===== config.mk =====
export PLATFORM = sky130hd
export DESIGN_NAME = io_input_cond_flat
export DESIGN_NICKNAME = d
export VERILOG_FILES = /design/src/rtl/io_input_cond_pkg.sv /design/src/rtl/io_input_cond_if.sv /design/src/rtl/io_input_cond_btn_debounce.sv /design/src/rtl/io_input_cond.sv /design/src/flat_wrapper.sv
export SDC_FILE = /design/constraint.sdc
export NUM_CORES = 1
export LEC_CHECK = 0
export CAP_MARGIN = 0
export CORE_ASPECT_RATIO = 0.6
export CORE_MARGIN = 3
export CORE_UTILIZATION = 30
export CTS_CLUSTER_DIAMETER = 150
export CTS_CLUSTER_SIZE = 20
export DETAILED_ROUTE_END_ITERATION = 8
export HOLD_SLACK_MARGIN = 0.06
export MAX_ROUTING_LAYER = met4
export PLACE_DENSITY = 0.47
export SYNTH_ARGS = -nofsm -noshare
export SYNTH_HDL_FRONTEND = slang
export SYNTH_SLANG_ARGS = --single-unit

===== constraint.sdc =====
create_clock -name i_clk -period 16.2 [get_ports i_clk]
set_input_delay 3.24 -clock i_clk [delete_from_list [all_inputs] [get_ports i_clk]]
set_output_delay 3.24 -clock i_clk [all_outputs]
set_load 0.02 [all_outputs]

===== src/rtl/io_input_cond_pkg.sv =====
// Shared types and default sizes for the board input conditioner.
package io_cond_pkg;

  typedef enum logic [1:0] {
    RELEASED     = 2'd0,
    PRESS_WAIT   = 2'd1,
    PRESSED      = 2'd2,
    RELEASE_WAIT = 2'd3
  } btn_state_e;

  localparam int IO_SW_W             = 32;
  localparam int IO_BTN_W            = 4;
  localparam int IO_DEBOUNCE_DEFAULT = 500000;

endpackage


===== src/rtl/io_input_cond_if.sv =====
// Pin-side bundle of the input conditioner: raw pins and clears in, clean levels and press events out.
interface io_input_cond_if
  import io_cond_pkg::*;
#(
  parameter int SW_W  = IO_SW_W,
  parameter int BTN_W = IO_BTN_W
);

  logic [SW_W-1:0]  i_sw_raw;
  logic [BTN_W-1:0] i_btn_raw;
  logic [BTN_W-1:0] i_btn_clr;
  logic [SW_W-1:0]  o_io_sw;
  logic [BTN_W-1:0] o_io_btn;
  logic [BTN_W-1:0] o_btn_press;
  logic [BTN_W-1:0] o_btn_sticky;

  modport master (
    output i_sw_raw, i_btn_raw, i_btn_clr,
    input  o_io_sw, o_io_btn, o_btn_press, o_btn_sticky
  );

  modport slave (
    input  i_sw_raw, i_btn_raw, i_btn_clr,
    output o_io_sw, o_io_btn, o_btn_press, o_btn_sticky
  );

endinterface


===== src/rtl/io_input_cond_btn_debounce.sv =====
// One button: polarity fix, 2-flop synchronizer, counter-based debounce FSM and sticky press flag.
module btn_debounce
  import io_cond_pkg::*;
#(
  parameter int DEBOUNCE_CYCLES = IO_DEBOUNCE_DEFAULT,
  parameter bit ACTIVE_LOW      = 1'b1
) (
  input  logic i_clk,
  input  logic i_rst,
  input  logic i_raw,
  input  logic i_clr,
  output logic o_level,
  output logic o_press,
  output logic o_sticky
);

  localparam int CNT_W = $clog2(DEBOUNCE_CYCLES + 1);
  localparam logic [CNT_W-1:0] CNT_ONE  = CNT_W'(1);
  localparam logic [CNT_W-1:0] CNT_LAST = CNT_W'(DEBOUNCE_CYCLES - 1);
  localparam logic [CNT_W-1:0] CNT_MAX  = CNT_W'(DEBOUNCE_CYCLES);

  logic             raw_act;
  logic             sync_meta;
  logic             s;
  btn_state_e       state;
  logic [CNT_W-1:0] cnt;
  logic [CNT_W-1:0] cnt_inc;

  // Inverting ahead of the synchronizer keeps every flop's reset value equal to "not pressed".
  assign raw_act = ACTIVE_LOW ? ~i_raw : i_raw;
  assign cnt_inc = (cnt < CNT_MAX) ? cnt + CNT_ONE : cnt;

  always_ff @(posedge i_clk or posedge i_rst) begin
    if (i_rst) begin
      sync_meta <= 1'b0;
      s         <= 1'b0;
    end else begin
      sync_meta <= raw_act;
      s         <= sync_meta;
    end
  end

  // Level and press are registered alongside the state so they change on the accepting edge.
  always_ff @(posedge i_clk or posedge i_rst) begin
    if (i_rst) begin
      state   <= RELEASED;
      cnt     <= '0;
      o_level <= 1'b0;
      o_press <= 1'b0;
    end else begin
      o_press <= 1'b0;
      case (state)
        RELEASED: begin
          if (s) begin
            state <= PRESS_WAIT;
            cnt   <= CNT_ONE;
          end else begin
            cnt   <= '0;
          end
        end
        PRESS_WAIT: begin
          if (!s) begin
            state <= RELEASED;
            cnt   <= '0;
          end else if (cnt == CNT_LAST) begin
            state   <= PRESSED;
            cnt     <= '0;
            o_level <= 1'b1;
            o_press <= 1'b1;
          end else begin
            cnt <= cnt_inc;
          end
        end
        PRESSED: begin
          if (!s) begin
            state <= RELEASE_WAIT;
            cnt   <= CNT_ONE;
          end else begin
            cnt   <= '0;
          end
        end
        RELEASE_WAIT: begin
          if (s) begin
            state <= PRESSED;
            cnt   <= '0;
          end else if (cnt == CNT_LAST) begin
            state   <= RELEASED;
            cnt     <= '0;
            o_level <= 1'b0;
          end else begin
            cnt <= cnt_inc;
          end
        end
        default: begin
          state   <= RELEASED;
          cnt     <= '0;
          o_level <= 1'b0;
        end
      endcase
    end
  end

  // A press landing on the same edge as a clear must not be lost.
  always_ff @(posedge i_clk or posedge i_rst) begin
    if (i_rst) begin
      o_sticky <= 1'b0;
    end else if (o_press) begin
      o_sticky <= 1'b1;
    end else if (i_clr) begin
      o_sticky <= 1'b0;
    end
  end

endmodule


===== src/rtl/io_input_cond.sv =====
// Conditions board switches and buttons into clean i_clk-domain signals for the CPU input memory.
module io_input_cond
  import io_cond_pkg::*;
#(
  parameter int SW_W            = IO_SW_W,
  parameter int BTN_W           = IO_BTN_W,
  parameter int DEBOUNCE_CYCLES = IO_DEBOUNCE_DEFAULT,
  parameter bit BTN_ACTIVE_LOW  = 1'b1
) (
  input  logic           i_clk,
  input  logic           i_rst,
  io_input_cond_if.slave bus
);

  logic [SW_W-1:0]  sw_meta;
  logic [SW_W-1:0]  sw_sync;
  logic [BTN_W-1:0] btn_level;
  logic [BTN_W-1:0] btn_press;
  logic [BTN_W-1:0] btn_sticky;

  // Switches are treated as slow levels: synchronize only, software tolerates bounce.
  always_ff @(posedge i_clk or posedge i_rst) begin
    if (i_rst) begin
      sw_meta <= '0;
      sw_sync <= '0;
    end else begin
      sw_meta <= bus.i_sw_raw;
      sw_sync <= sw_meta;
    end
  end

  for (genvar g = 0; g < BTN_W; g++) begin : gen_btn
    btn_debounce #(
      .DEBOUNCE_CYCLES(DEBOUNCE_CYCLES),
      .ACTIVE_LOW     (BTN_ACTIVE_LOW)
    ) u_btn (
      .i_clk   (i_clk),
      .i_rst   (i_rst),
      .i_raw   (bus.i_btn_raw[g]),
      .i_clr   (bus.i_btn_clr[g]),
      .o_level (btn_level[g]),
      .o_press (btn_press[g]),
      .o_sticky(btn_sticky[g])
    );
  end

  assign bus.o_io_sw      = sw_sync;
  assign bus.o_io_btn     = btn_level;
  assign bus.o_btn_press  = btn_press;
  assign bus.o_btn_sticky = btn_sticky;

endmodule

===== src/flat_wrapper.sv =====
// flat-port wrapper written by rule: the top's interface ports become plain ports
module io_input_cond_flat import io_cond_pkg::*;
#(
  parameter int SW_W            = IO_SW_W,
  parameter int BTN_W           = IO_BTN_W,
  parameter int DEBOUNCE_CYCLES = IO_DEBOUNCE_DEFAULT,
  parameter bit BTN_ACTIVE_LOW  = 1'b1
)
  (i_clk, i_rst, bus_i_sw_raw, bus_i_btn_raw, bus_i_btn_clr, bus_o_io_sw, bus_o_io_btn, bus_o_btn_press, bus_o_btn_sticky);
  io_input_cond_if #(.SW_W(SW_W), .BTN_W(BTN_W)) bus_i ();
  input  logic i_clk;
  input  logic i_rst;
  input wire logic [$bits(bus_i.i_sw_raw)-1:0] bus_i_sw_raw;
  input wire logic [$bits(bus_i.i_btn_raw)-1:0] bus_i_btn_raw;
  input wire logic [$bits(bus_i.i_btn_clr)-1:0] bus_i_btn_clr;
  output wire logic [$bits(bus_i.o_io_sw)-1:0] bus_o_io_sw;
  output wire logic [$bits(bus_i.o_io_btn)-1:0] bus_o_io_btn;
  output wire logic [$bits(bus_i.o_btn_press)-1:0] bus_o_btn_press;
  output wire logic [$bits(bus_i.o_btn_sticky)-1:0] bus_o_btn_sticky;
  assign bus_i.i_sw_raw = bus_i_sw_raw;
  assign bus_i.i_btn_raw = bus_i_btn_raw;
  assign bus_i.i_btn_clr = bus_i_btn_clr;
  assign bus_o_io_sw = bus_i.o_io_sw;
  assign bus_o_io_btn = bus_i.o_io_btn;
  assign bus_o_btn_press = bus_i.o_btn_press;
  assign bus_o_btn_sticky = bus_i.o_btn_sticky;
  io_input_cond #(.SW_W(SW_W), .BTN_W(BTN_W), .DEBOUNCE_CYCLES(DEBOUNCE_CYCLES), .BTN_ACTIVE_LOW(BTN_ACTIVE_LOW)) u_core (.i_clk(i_clk), .i_rst(i_rst), .bus(bus_i));
endmodule

Run 1, signal wires on met1:
The bar under the picture is 50 um long. Supply wires on this layer in grey.
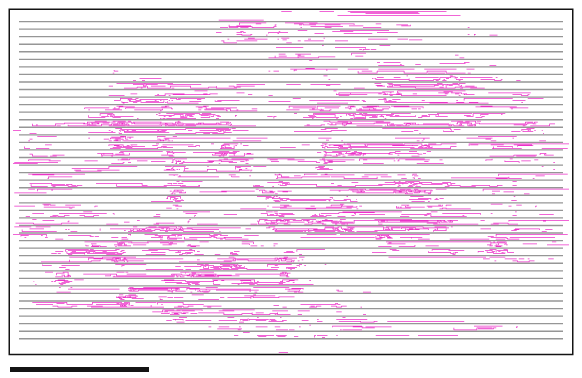
main direction: horizontal
wire length on this layer: 7790 um
longest straight run: 44.2 um
nets with wire on the layer: 684

Run 1, logic cells by family:
The bar under the picture is 50 um long.
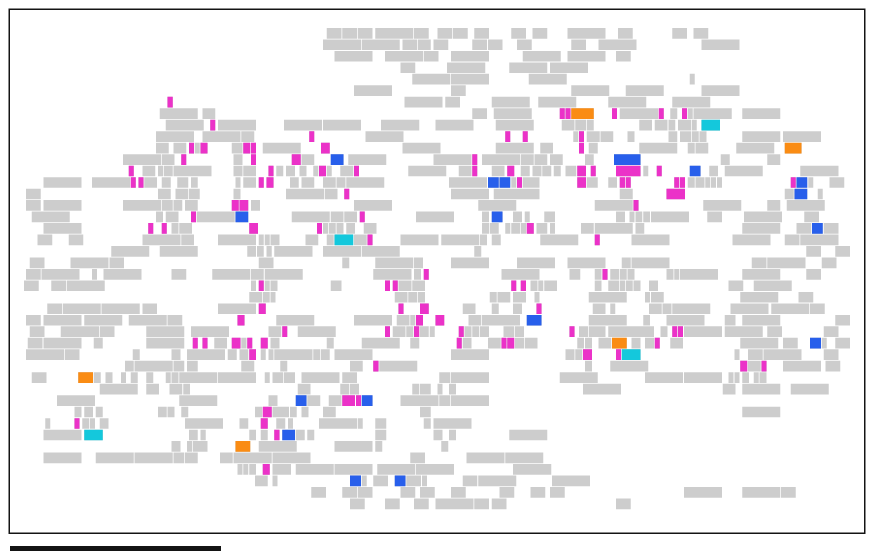
[cyan] fa/ha/maj cells | cells: 4 | most used: ha_1
[blue] non-inverting ao/oa cells | cells: 17 | most used: a21o_1
[magenta] nor cells | cells: 99 | most used: nor2_1
[orange] mux cells | cells: 5 | most used: mux2i_1

==> flow_metrics.env, run 1 <==
# source this file to load flow results
export IMPL_required_ns=16.65
export IMPL_ff_count=168
export IMPL_cellLeakagePower_uw=0.00356
export IMPL_dpl_worst_slack_ns=10.84
export IMPL_drtIter0Drc=282
export IMPL_mostFrequentLayoutCells="168 x dfrtp_1, 85 x clkdlybuf4s50_1, 69 x nor2_1"
export IMPL_fin_hold_ws_ns=0.347
export IMPL_n_tap_cell=308
export IMPL_startpoint="i_rst"
export IMPL_grt_ovfl_total=0
export IMPL_hold_depth=0
export IMPL_layout_cells_most_common="dfrtp_1"
export IMPL_logic_family="simple AND/OR/NAND/NOR gates"
export IMPL_clockPowerShare_pct=45.8
export IMPL_cap_violations=0
export IMPL_regArea_sq_um=4200
export IMPL_drc=0
export IMPL_hp_class="reg2reg"
export IMPL_global_route_usage_met1_pct=17.9
export IMPL_crit_arrival_ns=5.23
export IMPL_layout_min_cycle_time_ns=4.78
export IMPL_boundaryPins=86
export IMPL_clockNetworkAreaShare_pct=6.67
export IMPL_min_from="u_core.sw_meta[27]"
export IMPL_fin_nets=745
export IMPL_largest_register="u_core.gen_btn.u_btn.cnt"
export IMPL_power_uw=883
export IMPL_cp_slowest_cell="buf_4"
export IMPL_htree_levels=4
export IMPL_status="finished, final reports clean"
export IMPL_synth_top_cell_area_share_pct=60.6
export IMPL_dpl_hpwl_um=10200
export IMPL_biggestCellCategory="sequential cells"
export IMPL_clkbuf_count=17
export IMPL_crit_path_end="u_core.gen_btn[0].u_btn.cnt[18]"
export IMPL_p_seq_uw=435
export IMPL_grt_max_degree=107
export IMPL_clock_skew_ns=0.00941
export IMPL_r2r_start="u_core.gen_btn[1].u_btn.cnt[11]"
export IMPL_timing_rr_end="u_core.gen_btn[1].u_btn.cnt[17]"
export IMPL_cts_buffer_depth=2
export IMPL_internal_power_uw=678
export IMPL_r2r_cells=5
Run 1, layout detail:
The bar under the picture is 10 um long. Window x 132 to 172, y 11 to 51 um. Cells in grey, sequential cells in the stronger grey; small squares are vias.
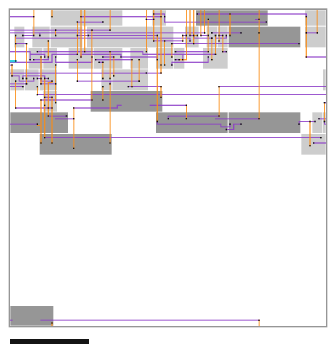
[cyan] M3
[purple] M1
[orange] M2
most frequent: dfrtp_1 (8), nor2_1 (5), nand3_1 (3)
sequential cells in the window: 8
netlist names of flops here include: u_core.gen_btn.u_btn.cnt (4)
cells with their middle in the window: 34

Run 1, signal wires on met3:
The bar under the picture is 50 um long.
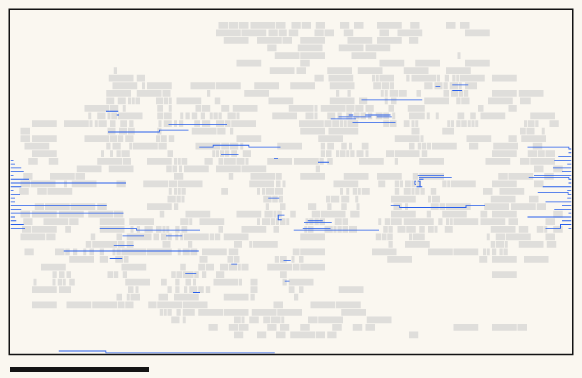

## Run 2: what changed since run 1
PLACE_DENSITY = 0.49   (was 0.47)
clock period = 4.1 ns   (was 16.2 ns; I/O delays follow)
Run 2, signal wires on met3:
The bar under the picture is 50 um long.
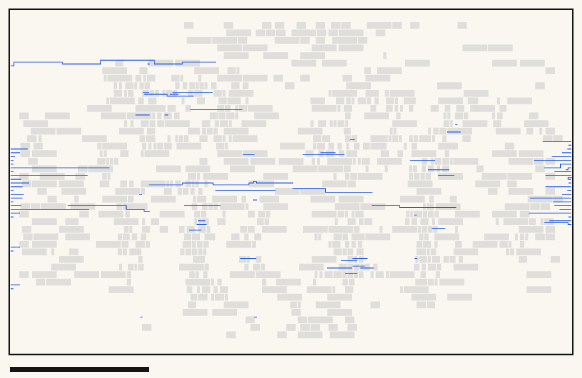
wire length on this layer: 711 um
longest straight run: 35.2 um

==> flow_metrics.env, run 2 <==
# source this file to load flow results
export IMPL_status="finished, final reports clean"
export IMPL_die_w_um=202
export IMPL_wl_met1_um=7420
export IMPL_power_uw=3460
export IMPL_crit_path_end="u_core.gen_btn[1].u_btn.cnt[17]"
export IMPL_internal_power_uw=2690
export IMPL_cts_buffer_depth=2
export IMPL_crit_family="simple AND/OR/NAND/NOR gates"
export IMPL_dpl_worst_slack_ns=1.54
export IMPL_mostFrequentLayoutCells="168 x dfrtp_1, 85 x clkdlybuf4s50_1, 69 x nor2_1"
export IMPL_startpoint="u_core.gen_btn[1].u_btn.cnt[11]"
export IMPL_fin_setup_tns_ns=0
export IMPL_fin_nets=747
export IMPL_p_seq_uw=1720
export IMPL_end_kind="flip-flop"
export IMPL_global_route_usage_met1_pct=17.7
export IMPL_required_ns=4.44
export IMPL_finalNonFillerCells=1022
export IMPL_ff_count=168
export IMPL_biggestCellCategory="sequential cells"
export IMPL_cts_hold_buf=0
export IMPL_clockPowerShare_pct=45.2
export IMPL_cp_slowest_cell="a311o_1"
export IMPL_grt_ovfl_total=0
export IMPL_n_tap_cell=308
export IMPL_cap_violations=0
export IMPL_min_to="u_core.bus.o_io_sw[9]"
export IMPL_chipArea_sq_um=25100
export IMPL_synth_compound_area_share_pct=9.37
export IMPL_clock_latency_ns=0.42
export IMPL_clockNetworkAreaShare_pct=6.69
export IMPL_layout_cells_most_common="dfrtp_1"
export IMPL_regArea_sq_um=4200
export IMPL_htree_levels=4
export IMPL_fin_hold_ws_ns=0.346
export IMPL_boundaryPins=86
export IMPL_period_used_pct=62.4
export IMPL_clock_skew_ns=0.00850
export IMPL_cp_cell_sequence="nor4_1, a311o_1, nand2_1, or4_1, a21oi_1"
export IMPL_grt_busiest_layer="met1"
export IMPL_layout_min_cycle_time_ns=2.56
export IMPL_r2r_cells=5
export IMPL_initial_utilization_pct=31.0
export IMPL_synth_cells=621
export IMPL_min_from="u_core.sw_meta[9]"
export IMPL_crit_arrival_ns=2.90
export IMPL_cpPeakStageDelay_ns=0.75
export IMPL_cellLeakagePower_uw=0.00357
export IMPL_r2r_slack_ns=1.54
export IMPL_dpl_hpwl_um=10200
export IMPL_timing_rr_end="u_core.gen_btn[1].u_btn.cnt[17]"
export IMPL_grt_max_degree=53
export IMPL_clkbuf_count=23
export IMPL_logic_family="simple AND/OR/NAND/NOR gates"
export IMPL_synth_edff_count=0
export IMPL_combGateArea_sq_um=2460
export IMPL_hold_depth=0
export IMPL_seqPwrFrac_pct=49.8
export IMPL_placed_cell_area_sq_um=8060
export IMPL_drc=0
export IMPL_synth_top_cell_area_share_pct=60.6
export IMPL_warnings=26
export IMPL_rsz0062_at_grt="no"
export IMPL_hp_class="reg2reg"
export IMPL_largest_register="u_core.gen_btn.u_btn.cnt"
export IMPL_max_slew_margin_pct=27.7
export IMPL_drtIter0Drc=304
export IMPL_drive_above_1_share_pct=7.28
export IMPL_synth_nets=667
export IMPL_r2r_start="u_core.gen_btn[1].u_btn.cnt[11]"
export IMPL_postCtsSetupBuffers=0
export IMPL_critical_path_class="reg2reg"
export IMPL_worst_pin_slew_ns=1.08
